`config.mk`:
```
export PLATFORM = sky130hd
export DESIGN_NAME = branch_resolve_unit
export DESIGN_NICKNAME = d
export VERILOG_FILES = /design/src/rtl/branch_resolve_unit_pkg.sv /design/src/rtl/branch_cond_eval.sv /design/src/rtl/branch_resolve_unit.sv
export SDC_FILE = /design/constraint.sdc
export NUM_CORES = 1
export LEC_CHECK = 0
export ABC_AREA = 1
export CAP_MARGIN = 10
export CORE_MARGIN = 2
export CORE_UTILIZATION = 49
export CTS_CLUSTER_SIZE = 25
export DETAILED_ROUTE_END_ITERATION = 8
export PLACE_DENSITY = 0.94
export SKIP_CTS_REPAIR_TIMING = 1
export SYNTH_ARGS = -nofsm -noshare
export SYNTH_HDL_FRONTEND = slang
export SYNTH_HIERARCHICAL = 1
export SYNTH_SLANG_ARGS = --single-unit
```
`constraint.sdc`:
```
create_clock -name clk -period 3.2 [get_ports clk]
set_clock_uncertainty 0.05 [all_clocks]
set_input_delay 0.64 -clock clk [delete_from_list [all_inputs] [get_ports clk]]
set_output_delay 0.64 -clock clk [all_outputs]
set_load 0.01 [all_outputs]
```
`src/rtl/branch_resolve_unit_pkg.sv`:
```
// Shared pipeline definitions: branch funct3 encodings, redirect FSM states and
// opcode classes shared with the decoder.
package branch_resolve_unit_pkg;

  localparam logic [2:0] F3Beq  = 3'b000;
  localparam logic [2:0] F3Bne  = 3'b001;
  localparam logic [2:0] F3Blt  = 3'b100;
  localparam logic [2:0] F3Bge  = 3'b101;
  localparam logic [2:0] F3Bltu = 3'b110;
  localparam logic [2:0] F3Bgeu = 3'b111;

  localparam logic [6:0] OpcBranch = 7'b1100011;
  localparam logic [6:0] OpcJal    = 7'b1101111;
  localparam logic [6:0] OpcJalr   = 7'b1100111;

  typedef enum logic [1:0] {
    StIdle,
    StRedirect,
    StFlush
  } state_e;

endpackage

```
`src/rtl/branch_cond_eval.sv`:
```
// Combinational RV32I branch condition from funct3 and the flags of rs1 - rs2.
module branch_cond_eval
  import branch_resolve_unit_pkg::*;
(
  input  logic [2:0] funct3_i,
  input  logic       z_i,
  input  logic       n_i,
  input  logic       c_i,
  input  logic       v_i,
  output logic       taken_o
);

  always_comb begin
    taken_o = 1'b0;
    unique case (funct3_i)
      F3Beq:   taken_o = z_i;
      F3Bne:   taken_o = ~z_i;
      F3Blt:   taken_o = n_i ^ v_i;
      F3Bge:   taken_o = ~(n_i ^ v_i);
      F3Bltu:  taken_o = ~c_i;
      F3Bgeu:  taken_o = c_i;
      default: taken_o = 1'b0;
    endcase
  end

endmodule

```
`src/rtl/branch_resolve_unit.sv`:
```
// Execute-stage branch resolution: evaluates the condition, forms the target and
// drives a registered redirect handshake toward fetch plus pipeline flush strobes.
module branch_resolve_unit
  import branch_resolve_unit_pkg::*;
#(
  parameter int unsigned FLUSH_CYCLES = 1,
  parameter int unsigned CNT_W        = 32
) (
  input  logic             clk,
  input  logic             rst,
  input  logic             ex_valid,
  input  logic             ex_branch,
  input  logic             ex_jal,
  input  logic             ex_jalr,
  input  logic [2:0]       ex_funct3,
  input  logic [31:0]      ex_pc,
  input  logic [31:0]      ex_imm,
  input  logic [31:0]      alu_result,
  input  logic             Z,
  input  logic             N,
  input  logic             C,
  input  logic             V,
  input  logic             redir_ready,
  output logic             redir_valid,
  output logic [31:0]      redir_pc,
  output logic             flush_if_id,
  output logic             flush_id_ex,
  output logic             stall,
  output logic             misalign,
  output logic [CNT_W-1:0] taken_cnt
);

  localparam logic [2:0] FlushLast = 3'(FLUSH_CYCLES - 1);

  state_e           state_q, state_d;
  logic [31:0]      redir_pc_q, redir_pc_d;
  logic [2:0]       flush_cnt_q, flush_cnt_d;
  logic [CNT_W-1:0] cnt_q, cnt_d;
  logic             misalign_q, misalign_d;

  logic        cond_taken;
  logic        taken;
  logic [31:0] target;

  branch_cond_eval u_cond (
    .funct3_i (ex_funct3),
    .z_i      (Z),
    .n_i      (N),
    .c_i      (C),
    .v_i      (V),
    .taken_o  (cond_taken)
  );

  // JALR clears bit 0 of the ALU sum; branch and JAL share the PC-relative adder.
  always_comb begin
    taken = ex_valid & (ex_jal | ex_jalr | (ex_branch & cond_taken));
    if (ex_jalr) begin
      target = alu_result & 32'hFFFF_FFFE;
    end else begin
      target = ex_pc + ex_imm;
    end
  end

  always_comb begin
    state_d     = state_q;
    redir_pc_d  = redir_pc_q;
    flush_cnt_d = flush_cnt_q;
    cnt_d       = cnt_q;
    misalign_d  = 1'b0;
    unique case (state_q)
      StIdle: begin
        if (taken) begin
          redir_pc_d = target;
          if (target[1]) begin
            misalign_d = 1'b1;
          end else begin
            state_d = StRedirect;
          end
        end
      end
      StRedirect: begin
        if (redir_ready) begin
          state_d     = StFlush;
          flush_cnt_d = FlushLast;
          cnt_d       = cnt_q + CNT_W'(1);
        end
      end
      StFlush: begin
        if (flush_cnt_q == 3'd0) begin
          state_d = StIdle;
        end else begin
          flush_cnt_d = flush_cnt_q - 3'd1;
        end
      end
      default: state_d = StIdle;
    endcase
  end

  always_ff @(posedge clk or posedge rst) begin
    if (rst) begin
      state_q     <= StIdle;
      redir_pc_q  <= 32'h0;
      flush_cnt_q <= 3'd0;
      cnt_q       <= '0;
      misalign_q  <= 1'b0;
    end else begin
      state_q     <= state_d;
      redir_pc_q  <= redir_pc_d;
      flush_cnt_q <= flush_cnt_d;
      cnt_q       <= cnt_d;
      misalign_q  <= misalign_d;
    end
  end

  assign redir_valid = (state_q == StRedirect);
  assign redir_pc    = redir_pc_q;
  assign flush_if_id = (state_q != StIdle);
  assign flush_id_ex = (state_q != StIdle);
  assign stall       = (state_q != StIdle);
  assign misalign    = misalign_q;
  assign taken_cnt   = cnt_q;

endmodule

```
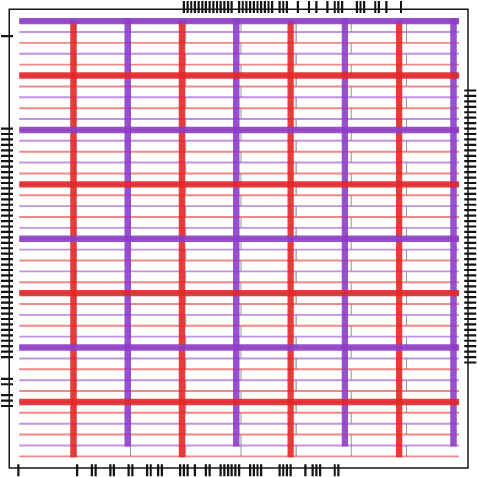
Figure 1: power grid.
(4 px per um) Pins as bars on the die edge. Tap cells in grey.
VSS -> red
VDD -> purple
met4 straps = 8
rows = 40
tap cells = 147
met5 straps = 8

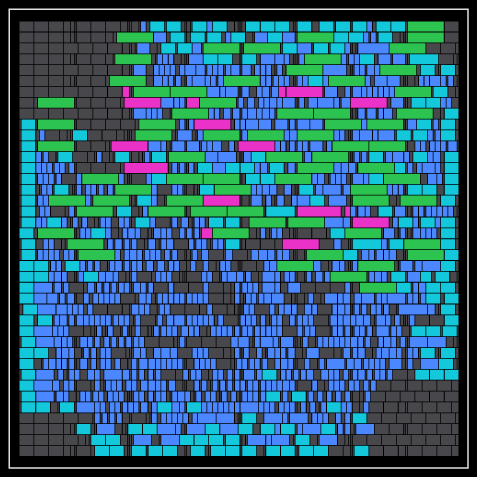
Figure 2: cell classes on the final placement.
(4 px per um) Fill, decap, tap and diode cells in grey.
remaining buffers and delay cells -> cyan  # cells 182, share of their area 23%
clock drivers and dummy loads -> magenta  # cells 16, share of their area 3.9%
registers -> green  # cells 70, share of their area 22%
remaining logic cells -> blue  # cells 872, share of their area 51%

==> CHANGELOG.md <==
### Changed

* Outcome: finished clean
* Ys Warns at 6
* Skew-Pair Late Insertion Delay at 0.33 ns
* Setup violators final at 0
* Post-Synthesis Net Count at 1102
* VDD IR-drop max at about 450 uV
* Die area at 13100 um2
* Tool warnings at 28
* Vias per cell at approximately 5
* Largest net degree at the start of global routing at between 60 and 70
* Xor/xnor share at 6.32%
* Router iterations before antenna repair at 5
* Asr flop ratio synth at 100%
* Nets at 1280
* Area share, top type at 29.4%
* WP data arrival at 2.82 ns
* Max Fclk at 377 MHz
* Num CTS Buffers at 9
* Most used DFF post-synth: dfrtp_1
* Post-Synth AOI/OAI Area at 6.13%
* Reg2reg path depth at 9
* Share of post-route cells with drive strength above 1 at 3.95%
* Critical Path Source: ex_imm[0]
* Slew Limit Fails at 0
* Post-DP Area at just under 8000 um2
* Worst setup SP type: input port
* H-tree Lvls at 3
* Final Hold Viols at 0
* Sink Count at 70
* Maximum fanout along the worst path at 4
* Fin crit period at between 2 and 3 ns
* Register clock-pin slew on the reported worst setup and hold paths at roughly 0.050 ns
* CTS tree: done
* Setup tns final at 0 ns
* Register Area at 1750 um2
* Post-Synth Adder-Cell Area at between 7 and 8%
* Max_cap viols at 0
* Port Buffers at 177
* Synthesized area at just under 6000 um2
* Post-Synthesis Cells at 957
* Main area contributors: dfrtp_1 (29%), nand2_1 (23%), inv_1 (9.6%)
* Total routed wirelength at 17100 um
* Num rows at 40
* Most common cell in the netlist: nand2_1
* Multi-input gate area at about 3500 um2
* Critical path type: input port to register
* Vias in the first global route at 6151
* Largest logic family: simple AND/OR/NAND/NOR gates
* Worst R2R End: taken_cnt[21]
* FF-to-FF Start: state_q[1]
* CP endpoint: redir_pc[28]
* FP Util at 49.8%
* Drc violations at 0
* Initial antenna violation count at 0
* # Cells Yosys at 957
* Fillers at 972
* Core ar. at 12000 um2
* Post-synth top cells: nand2_1 (369), inv_1 (152), nor2_1 (103)
* Average wire per standard cell at 13.3 um
* Chip Area, Yosys at 5960 um2
* Power Dens Cells at 517 nW/um2
* Total power at 4.26 mW
* Crit share post-route at 82.8%
* RePlAce Congestion at 0.952
* Synth cell types at 36
* Post-Syn Area per Cell at 6.23 um2
* IO Count at roughly 180
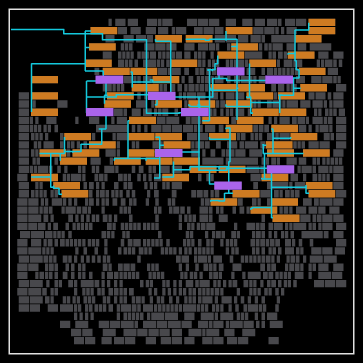
Figure 3: routed clock nets over the placement.
(3 px per um)
clock-net drivers -> purple  # count 9
clock wires -> cyan  # length 834 um
flip-flops -> orange  # count 70
routed clock nets = 10

state kept, by name, indices dropped and copies added, names as in the netlist:
register	cells
misalign	1
redir_pc	32
flush_cnt_q	3
state_q	2
taken_cnt	32
through the flow:
step | util, % | setup WS, ns | std cells
final | 68.8 | 0.549 | 1288
after global routing | 68.8 | 0.327 | 1287
after CTS | 68.8 | 0.572 | 1287
after detailed placement | 66.2 | 0.238 | 1271
after global placement | 66.2 | 0.306 | 1271
after floorplan | - | 0.742 | 957
metal layers:
metal / up-vias / global-route usage [%] / share of wire, % / wire length (um)
met5: - / 0 / 0 / 0
met2: 227 / 46.0 / 47 / 8110
li1: 3288 / - / - / -
met3: 43 / 6.78 / 7.7 / 1320
met4: 0 / 8.94 / 3.2 / 544
met1: 2866 / 32.0 / 42 / 7150
worst min path at each step:
stage	start	end	cells past startpoint
after CTS	taken_cnt[31]	taken_cnt[31]	1
final	taken_cnt[31]	taken_cnt[31]	1
after floorplan	flush_cnt_q[0]	flush_cnt_q[0]	1
after detailed placement	taken_cnt[31]	taken_cnt[31]	1
after global placement	taken_cnt[31]	taken_cnt[31]	1
after global routing	taken_cnt[31]	taken_cnt[31]	1
layout by cell type (no fill, tap or decap), types with 2 or more instances in the layout:
master,instances
a21oi_1,26
buf_12,3
buf_4,2
bufinv_16,2
clkbuf_16,9
clkdlybuf4s50_1,177
clkinv_2,2
dfrtp_1,70
ha_1,34
inv_1,151
inv_2,10
nand2_1,369
nand2_2,2
nand3_1,52
nand3b_1,3
nand4_1,12
nor2_1,103
nor2_2,4
nor2_4,2
nor3_1,9
nor3_2,3
o211ai_1,3
o21ai_0,19
o21ai_1,11
o21bai_1,4
or2_1,2
xnor2_1,14
xor2_1,29
logic make-up after synthesis:
group / count (synthesis)
compound gates: 67
xor+xnor: 43
fa+ha+maj: 35
buf+inv: 176
flops: 70
simple gates: 566
final cells by class:
class | instances | area share [%]
timing repair buffer | 182 | 22.4
multi-input combinational | 711 | 42.9
tap | 147 | 2.23
sequential | 70 | 21.3
inverter | 161 | 7.34
antenna | 1 | 0.0304
clock buffer | 10 | 2.78
clock inverter | 6 | 1.05
worst max-delay path, stage by stage:
cell,delay [ns]
clkdlybuf4s50_1,0.47
ha_1,0.21
inv_1,0.07
fa_1,0.43
inv_2,0.10
nand3_1,0.06
nand3_1,0.16
nand3_1,0.10
nand3_1,0.19
nand2_1,0.11
nand3_1,0.09
nand3_1,0.08
nand2_1,0.07
nand2_1,0.04
report_power, final:
group          internal (mW)  leakage (nW)  switching [mW]
Clock                  0.680         0.152           0.362
Combinational          0.922          3.39           0.938
Sequential              1.15         0.876           0.205
Power is estimated from default activity; no workload was simulated.
